<file path="src/rtl/intr_pkg.sv">
// Shared types, default I/O port IDs and priority helper
// for the RAT MCU interrupt controller.
package intr_pkg;

    typedef enum logic [1:0] {
        IDLE    = 2'd0,
        REQ     = 2'd1,
        SERVICE = 2'd2
    } intr_state_t;

    localparam logic [7:0] MASK_PORT_DEF = 8'h30;
    localparam logic [7:0] CLR_PORT_DEF  = 8'h31;
    localparam logic [7:0] STAT_PORT_DEF = 8'h32;
    localparam logic [7:0] ID_PORT_DEF   = 8'h33;

    // Index 0 wins; an all-zero vector yields 0.
    function automatic logic [2:0] lowest_set(input logic [7:0] v);
        logic [2:0] res;
        res = 3'd0;
        for (int i = 7; i >= 0; i--) begin
            if (v[i]) begin
                res = 3'(i);
            end
        end
        return res;
    endfunction

endpackage

</file>
<file path="src/rtl/irq_sync_edge.sv">
// Two-flop synchroniser for one asynchronous pin followed by
// a rising-edge detector against the previous synchronised value.
module irq_sync_edge (
    input  logic clk,
    input  logic reset,
    input  logic d,
    output logic rise
);

    logic sync1_q, sync1_d;
    logic sync2_q, sync2_d;
    logic prev_q,  prev_d;

    always_comb begin
        sync1_d = d;
        sync2_d = sync1_q;
        prev_d  = sync2_q;
    end

    always_ff @(posedge clk) begin
        if (reset) begin
            sync1_q <= 1'b0;
            sync2_q <= 1'b0;
            prev_q  <= 1'b0;
        end else begin
            sync1_q <= sync1_d;
            sync2_q <= sync2_d;
            prev_q  <= prev_d;
        end
    end

    assign rise = sync2_q & ~prev_q;

endmodule

</file>
<file path="src/rtl/intr_ctrl.sv">
// Multi-source interrupt controller: edge-latched pending bits,
// software mask, single request/ack handshake and in-service tracking.
module intr_ctrl
    import intr_pkg::*;
#(
    parameter int         N_SRC     = 8,
    parameter logic [7:0] MASK_PORT = MASK_PORT_DEF,
    parameter logic [7:0] CLR_PORT  = CLR_PORT_DEF,
    parameter logic [7:0] STAT_PORT = STAT_PORT_DEF,
    parameter logic [7:0] ID_PORT   = ID_PORT_DEF
) (
    input  logic             clk,
    input  logic             reset,
    input  logic [N_SRC-1:0] irq_src,
    input  logic [7:0]       port_id,
    input  logic [7:0]       out_port,
    input  logic             io_strb,
    output logic [7:0]       in_data,
    output logic             int_req,
    input  logic             int_ack,
    input  logic             int_done,
    output logic [2:0]       active_id
);

    intr_state_t      state_q, state_d;
    logic [N_SRC-1:0] pending_q, pending_d;
    logic [N_SRC-1:0] mask_q, mask_d;
    logic [2:0]       active_q, active_d;

    logic [N_SRC-1:0] rise;
    logic [N_SRC-1:0] eligible;
    logic [N_SRC-1:0] clr_mask;
    logic [N_SRC-1:0] ack_clear;
    logic [7:0]       elig8;
    logic [7:0]       pend8;
    logic [7:0]       sel_oh;
    logic [2:0]       sel;
    logic             in_service;

    for (genvar i = 0; i < N_SRC; i++) begin : g_src
        irq_sync_edge u_sync_edge (
            .clk   (clk),
            .reset (reset),
            .d     (irq_src[i]),
            .rise  (rise[i])
        );
    end

    assign eligible = pending_q & mask_q;

    always_comb begin
        elig8              = '0;
        elig8[N_SRC-1:0]   = eligible;
        pend8              = '0;
        pend8[N_SRC-1:0]   = pending_q;
    end

    assign sel    = lowest_set(elig8);
    assign sel_oh = 8'(1) << sel;

    always_comb begin
        state_d   = state_q;
        active_d  = active_q;
        mask_d    = mask_q;
        clr_mask  = '0;
        ack_clear = '0;

        if (io_strb) begin
            if (port_id == MASK_PORT) begin
                mask_d = out_port[N_SRC-1:0];
            end else if (port_id == CLR_PORT) begin
                clr_mask = out_port[N_SRC-1:0];
            end
        end

        unique case (state_q)
            IDLE: begin
                if (|eligible) begin
                    state_d = REQ;
                end
            end
            REQ: begin
                // An ack racing a mask/clear still enters service,
                // keeping the previous ID since nothing is left to pick.
                if (int_ack) begin
                    state_d = SERVICE;
                    if (|eligible) begin
                        active_d  = sel;
                        ack_clear = sel_oh[N_SRC-1:0];
                    end
                end else if (!(|eligible)) begin
                    state_d = IDLE;
                end
            end
            SERVICE: begin
                if (int_done) begin
                    state_d = IDLE;
                end
            end
            default: state_d = IDLE;
        endcase

        pending_d = (pending_q & ~clr_mask & ~ack_clear) | rise;
    end

    always_ff @(posedge clk) begin
        if (reset) begin
            state_q   <= IDLE;
            pending_q <= '0;
            mask_q    <= '0;
            active_q  <= 3'd0;
        end else begin
            state_q   <= state_d;
            pending_q <= pending_d;
            mask_q    <= mask_d;
            active_q  <= active_d;
        end
    end

    assign int_req    = (state_q == REQ);
    assign in_service = (state_q == SERVICE);
    assign active_id  = active_q;

    always_comb begin
        in_data = 8'h00;
        if (port_id == STAT_PORT) begin
            in_data = pend8;
        end else if (port_id == ID_PORT) begin
            in_data = {in_service, 4'b0000, active_q};
        end
    end

endmodule

</file>
<file path="config.mk">
export PLATFORM = sky130hd
export DESIGN_NAME = intr_ctrl
export DESIGN_NICKNAME = d
export VERILOG_FILES = /design/src/rtl/intr_pkg.sv /design/src/rtl/irq_sync_edge.sv /design/src/rtl/intr_ctrl.sv
export SDC_FILE = /design/constraint.sdc
export NUM_CORES = 1
export LEC_CHECK = 0
export ABC_AREA = 1
export CAP_MARGIN = 15
export CORE_MARGIN = 8
export CORE_UTILIZATION = 50
export CTS_BUF_LIST = sky130_fd_sc_hd__clkbuf_4
export CTS_CLUSTER_DIAMETER = 150
export DETAILED_ROUTE_END_ITERATION = 10
export GPL_TIMING_DRIVEN = 0
export PLACE_DENSITY = 0.88
export SLEW_MARGIN = 25
export SYNTH_ARGS = -nofsm -noshare
export SYNTH_HDL_FRONTEND = slang
export SYNTH_SLANG_ARGS = --single-unit
</file>
<file path="constraint.sdc">
create_clock -name clk -period 2.4 [get_ports clk]
set_input_delay 0.24 -clock clk [delete_from_list [all_inputs] [get_ports clk]]
set_output_delay 0.24 -clock clk [all_outputs]
set_load 0.005 [all_outputs]
</file>
==> impl_metrics.py <==
# Auto-generated metrics
metrics = {
    "run_status": {
        "status": "completed",
    },
    "global_routing": {
        "met2_usage": 0.267,
        "grt_max_degree": 15,
        "grt_pass1_vias": 1688,
        "grt_antenna_before_repair": 0,
        "gr-total-overflow": 0,
    },
    "synth": {
        "mux_area_frac": 0,
        "synth-compound-area-share": 0.0993,
        "ys_sh_simple": 0.317,
        "yosysTopAreaCellShare": 0.450,
        "ys_types": 27,
        "edf_count": 0,
        "async_flop_share": 0,
        "synthTopCellsByArea": "dfxtp_1, inv_1, nand2_1, nor2_1, nor2_4",
        "yosys_register_bits": 45,
        "yosys_warnings": 0,
        "synthFlopType": "dfxtp_1",
        "synth.cellmix.xorXnorShare": 0,
        "yosysChipArea_um2": 2000,
    },
    "finish": {
        "final_cell_mix": "inv_1, dfxtp_1, nand2_1",
        "seq_share": 0.352,
        "inv_count": 61,
        "layout.nonclk_buf_frac": 0.172,
        "antenna-diode-count": 0,
        "comb_cells": 153,
        "num-clock-buffers": 5,
        "clkCellAreaFrac": 0.0308,
    },
    "timing": {
        "max_freq_mhz": 453,
        "post-route-min-period_ns": 2.21,
        "worst_slack_ns": 0.194,
        "rsz0062_at_grt": "no",
        "slew_headroom": 0.621,
        "whs_ns": 0.380,
        "setup_viol_count_final": 0,
        "tns_ns": 0,
        "slew_viol_final": 0,
    },
    "power_and_ir_drop": {
        "top_power_group": "sequential cells",
        "pg_comb_w": 0.000110,
        "p_int_w": 0.00104,
        "p_total_w": 0.00134,
        "p_leak_nw": 1.11,
        "netSwitchingFraction": 0.223,
        "peakVddDrop_uv": 489,
        "clk-power_w": 0.000454,
    },
    "clocking": {
        "hold_buffers": 0,
        "path_clk_slew_ns": 0.12,
        "cts_setup_buffers": 0,
        "cts_root_buf": "clkbuf_4",
        "cts_buffers": 5,
    },
    "drt": {
        "ant_nets": 0,
        "wl_met1_um": 1690,
        "dr.pass1.iters": 5,
        "via_per_inst": 4.78,
        "vias": 1729,
        "route.met3.wl_um": 349,
    },
    "floorplan": {
        "row_count": 23,
        "boundaryPins": 41,
        "dieHeight_um": 79.3,
        "nWellTaps": 50,
    },
    "place": {
        "io_buffers": 40,
        "gp_congestion": 0.850,
        "dp_slack_ns": 0.0178,
        "placedCellCount": 354,
    },
    "setup_path": {
        "crit_type": "input pin to output port",
        "cp.required_ns": 2.16,
        "r2r-start": "pend8[0]",
        "cp-start-kind": "input pin",
        "end_kind": "output port",
        "cp_max_fo": 8,
    },
    "flow_run": {
        "tool_warnings": 26,
    },
    "min_path": {
        "holdPathEnd": "g_src[5].u_sync_edge.sync1_q",
        "hold_path_class": "input pin to flip-flop",
    },
}
[worst max-delay path by stage]
stage | from | endpoint | slack [ns] | depth (start not counted)
after floorplan | port_id[7] | in_data[0] | 1.19 | 5
after global placement | port_id[7] | in_data[4] | 0.04 | 7
after detailed placement | port_id[7] | in_data[1] | 0.02 | 7
after CTS | port_id[7] | in_data[1] | 0.02 | 7
after global routing | port_id[6] | in_data[4] | 0.07 | 7
final | port_id[7] | in_data[1] | 0.19 | 7
[worst max-delay path, stage by stage]
cell	delay [ns]
clkdlybuf4s50_1	0.41
nor2_2	0.11
nand3_2	0.15
nor2_4	0.19
nand3_4	0.17
o21ai_2	0.17
clkdlybuf4s50_1	0.52
[cell families after synthesis]
kind of cell	Yosys count
buf+inv	66
compound gates	28
simple gates	125
flops	45
**Congestion heat map**

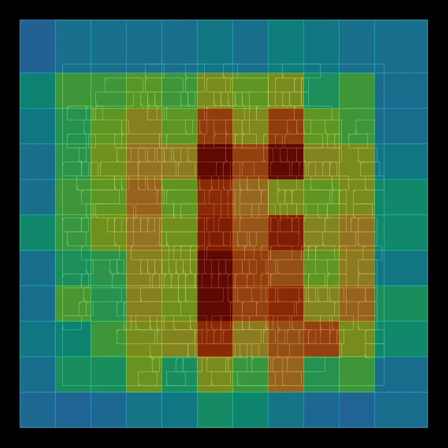
GR Util met3: 0.0542
GRT Max-Usage Layer: met2
GR Util All Layers: 0.152
Final Util: 0.653
M1 GR Usage: 0.155

**Metal 1**

(4 px per µm) Cells faint in the background.
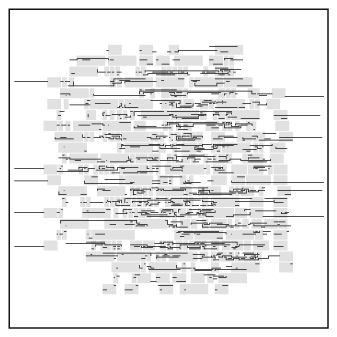
The longest straight run is 28.1 µm. The wires run mostly horizontal. The layer carries 1690 µm of wire. The layer holds 40% of the routed length. 319 nets have wire on it.

